**config.mk**
```make
export PLATFORM = sky130hd
export DESIGN_NAME = serial_transmitter
export DESIGN_NICKNAME = d
export VERILOG_FILES = /design/src/rtl/serial_transmitter.sv
export SDC_FILE = /design/constraint.sdc
export NUM_CORES = 1
export LEC_CHECK = 0
export CORE_ASPECT_RATIO = 0.6
export CORE_MARGIN = 3
export CORE_UTILIZATION = 47
export DETAILED_ROUTE_END_ITERATION = 6
export PLACE_DENSITY = 0.75
export SLEW_MARGIN = 40
export SYNTH_ARGS = -nofsm -noshare
export SYNTH_HDL_FRONTEND = slang
export SYNTH_SLANG_ARGS = --single-unit
```
**constraint.sdc**
```tcl
create_clock -name clk -period 4.1 [get_ports clk]
set_input_delay 0.615 -clock clk [delete_from_list [all_inputs] [get_ports clk]]
set_output_delay 0.615 -clock clk [all_outputs]
set_load 0.01 [all_outputs]
```
**src/rtl/serial_transmitter.sv**
```systemverilog
// Parallel-to-serial link transmitter: programmable lead-in delay, selectable bit order.
// Optional even-parity bit after the payload when SERIAL_TX_PARITY_EN is defined.
//
// state  | meaning
// IDLE   | line low, waiting for start
// WAIT   | lead-in delay, D cycles of line low
// SHIFT  | 8 payload bits, bit_valid high
// PARITY | even-parity bit (SERIAL_TX_PARITY_EN only)
// DONE   | one-cycle done pulse, then back to IDLE
module serial_transmitter (
  input  logic       clk,
  input  logic       reset,
  input  logic       en,
  input  logic       start,
  input  logic [7:0] din,
  input  logic [1:0] F,
  input  logic [3:0] m,
  output logic       data,
  output logic       bit_valid,
  output logic       busy,
  output logic       done
);

  localparam logic [2:0] S_IDLE   = 3'd0;
  localparam logic [2:0] S_WAIT   = 3'd1;
  localparam logic [2:0] S_SHIFT  = 3'd2;
  localparam logic [2:0] S_DONE   = 3'd4;
`ifdef SERIAL_TX_PARITY_EN
  localparam logic [2:0] S_PARITY = 3'd3;
`endif

  logic [2:0] r_state;
  logic [7:0] r_shift;
  logic       r_lsb;
  logic [3:0] r_dly_cnt;
  logic [2:0] r_bit_cnt;
  logic       r_data;
`ifdef SERIAL_TX_PARITY_EN
  logic       r_parity;
`endif

  logic [3:0] w_dly;
  logic [7:0] w_src;
  logic       w_lsb_sel;
  logic       w_first;
  logic [7:0] w_shifted;

  assign w_dly = F[1] ? m : 4'd4;

  // In IDLE the first bit comes straight from the inputs so D=0 needs no extra cycle.
  assign w_src     = (r_state == S_IDLE) ? din  : r_shift;
  assign w_lsb_sel = (r_state == S_IDLE) ? F[0] : r_lsb;
  assign w_first   = w_lsb_sel ? w_src[0] : w_src[7];
  assign w_shifted = w_lsb_sel ? {1'b0, w_src[7:1]} : {w_src[6:0], 1'b0};

  always_ff @(posedge clk) begin
    if (reset) begin
      r_state   <= S_IDLE;
      r_shift   <= 8'd0;
      r_lsb     <= 1'b0;
      r_dly_cnt <= 4'd0;
      r_bit_cnt <= 3'd0;
      r_data    <= 1'b0;
`ifdef SERIAL_TX_PARITY_EN
      r_parity  <= 1'b0;
`endif
    end else if (en) begin
      case (r_state)
        S_IDLE: begin
          r_data <= 1'b0;
          if (start) begin
            r_lsb <= F[0];
`ifdef SERIAL_TX_PARITY_EN
            r_parity <= ^din;
`endif
            if (w_dly == 4'd0) begin
              r_state   <= S_SHIFT;
              r_data    <= w_first;
              r_shift   <= w_shifted;
              r_bit_cnt <= 3'd0;
            end else begin
              r_state   <= S_WAIT;
              r_shift   <= din;
              r_dly_cnt <= w_dly;
            end
          end
        end
        S_WAIT: begin
          if (r_dly_cnt == 4'd1) begin
            r_state   <= S_SHIFT;
            r_data    <= w_first;
            r_shift   <= w_shifted;
            r_bit_cnt <= 3'd0;
            r_dly_cnt <= 4'd0;
          end else begin
            r_dly_cnt <= r_dly_cnt - 4'd1;
          end
        end
        S_SHIFT: begin
          if (r_bit_cnt == 3'd7) begin
            r_bit_cnt <= 3'd0;
`ifdef SERIAL_TX_PARITY_EN
            r_state <= S_PARITY;
            r_data  <= r_parity;
`else
            r_state <= S_DONE;
            r_data  <= 1'b0;
`endif
          end else begin
            r_data    <= w_first;
            r_shift   <= w_shifted;
            r_bit_cnt <= r_bit_cnt + 3'd1;
          end
        end
`ifdef SERIAL_TX_PARITY_EN
        S_PARITY: begin
          r_state <= S_DONE;
          r_data  <= 1'b0;
        end
`endif
        S_DONE: begin
          r_state <= S_IDLE;
          r_data  <= 1'b0;
        end
        default: begin
          r_state <= S_IDLE;
          r_data  <= 1'b0;
        end
      endcase
    end
  end

  assign data = r_data;
`ifdef SERIAL_TX_PARITY_EN
  assign bit_valid = (r_state == S_SHIFT) || (r_state == S_PARITY);
`else
  assign bit_valid = (r_state == S_SHIFT);
`endif
  assign busy = (r_state != S_IDLE);
  assign done = (r_state == S_DONE);

endmodule

```
Fig. 1: clock wires, drivers and flops
Bar = 20 um.
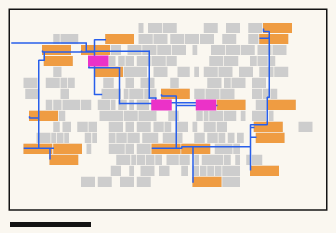
legend:
  blue:
    item: clock wires
    length: 268 um
  orange:
    item: flip-flops
    count: 20
  magenta:
    item: cells driving clock nets
    count: 3
routed clock nets: 4
flops lie: spread over the die
clock skew: 0.00975 ns
Clock Power Share: 29.6%
clock group power: 148 uW

==> out/qor.yml <==
cells_and_area:
  clock_area_share_pct: 3.17
  drive_gt1_share_pct: 8.84
  lay_top_count: "mux2i_1"
  reg.largest.list: "r_shift x8, r_dly_cnt x4"
  inverters: 6
  logic_gates: 129
  logic_area_um2: 986
  fillers: 268
final_timing:
  period_needed_ns: 2.65
  period_used_pct: 64.7
  setup_ws_ns: 1.45
worst_setup_path:
  worstPathCellList: "nor3b_1, clkdlybuf4s50_1"
  max_stage_delay_ns: 0.64
  rr_worst_depth: 4
  cp_max_fo: 13
  rrSetupSlack_ns: 1.94
synthesis:
  yosysCellCount: 166
  syn_inst: 166
  yosysWarnings: 0
  edf_count: 0
  yosys.area.top_type: "dfxtp_1"
  async_flop_share_pct: 0
power_and_ir_drop:
  p_sw_share_pct: 29.1
  peakVddDrop_mv: 0.166
route:
  wl_per_cell_um: 15.8
  wl_met3_um: 262
  drtIter0Drc: 145
  drt-met1-wl_um: 1720
  drc: 0
grt:
  busiest_layer: "met1"
  use_met3_pct: 4.98
  grt_pass1_wl_um: 5950
  grt_max_degree: 23
  met1_usage_pct: 28.9
cts:
  cts_setup_buffers: 0
  postCtsHoldBufs: 0
  root_buffer: "clkbuf_8"
  clockBufferDepth: 2
place:
  place_hpwl_um: 2670
min_path:
  worst_hold_startpoint: "data$_SDFFE_PP0P_"
  min_path_cells: 2
status:
  status: "completed"
floorplan:
  core_mm2: 0.00293
run:
  cap_violations: 0
Fig. 2: layout detail
Window x 44 to 74, y 0 to 30 um. Cells in grey, sequential cells in the stronger grey; small squares are vias.
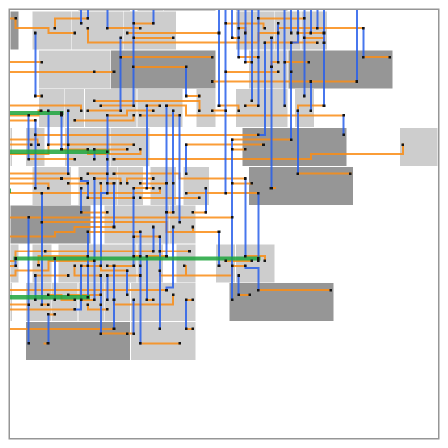
legend:
  green:
    layer: met3
  orange:
    layer: met1
  blue:
    layer: met2
cells with their middle in the window: 45
sequential cells in the window: 7
netlist names of flops here include: r_dly_cnt (4), r_shift (2)
most frequent: dfxtp_1 (7)

No activity file was given, so power comes from the tool's default toggle rates.
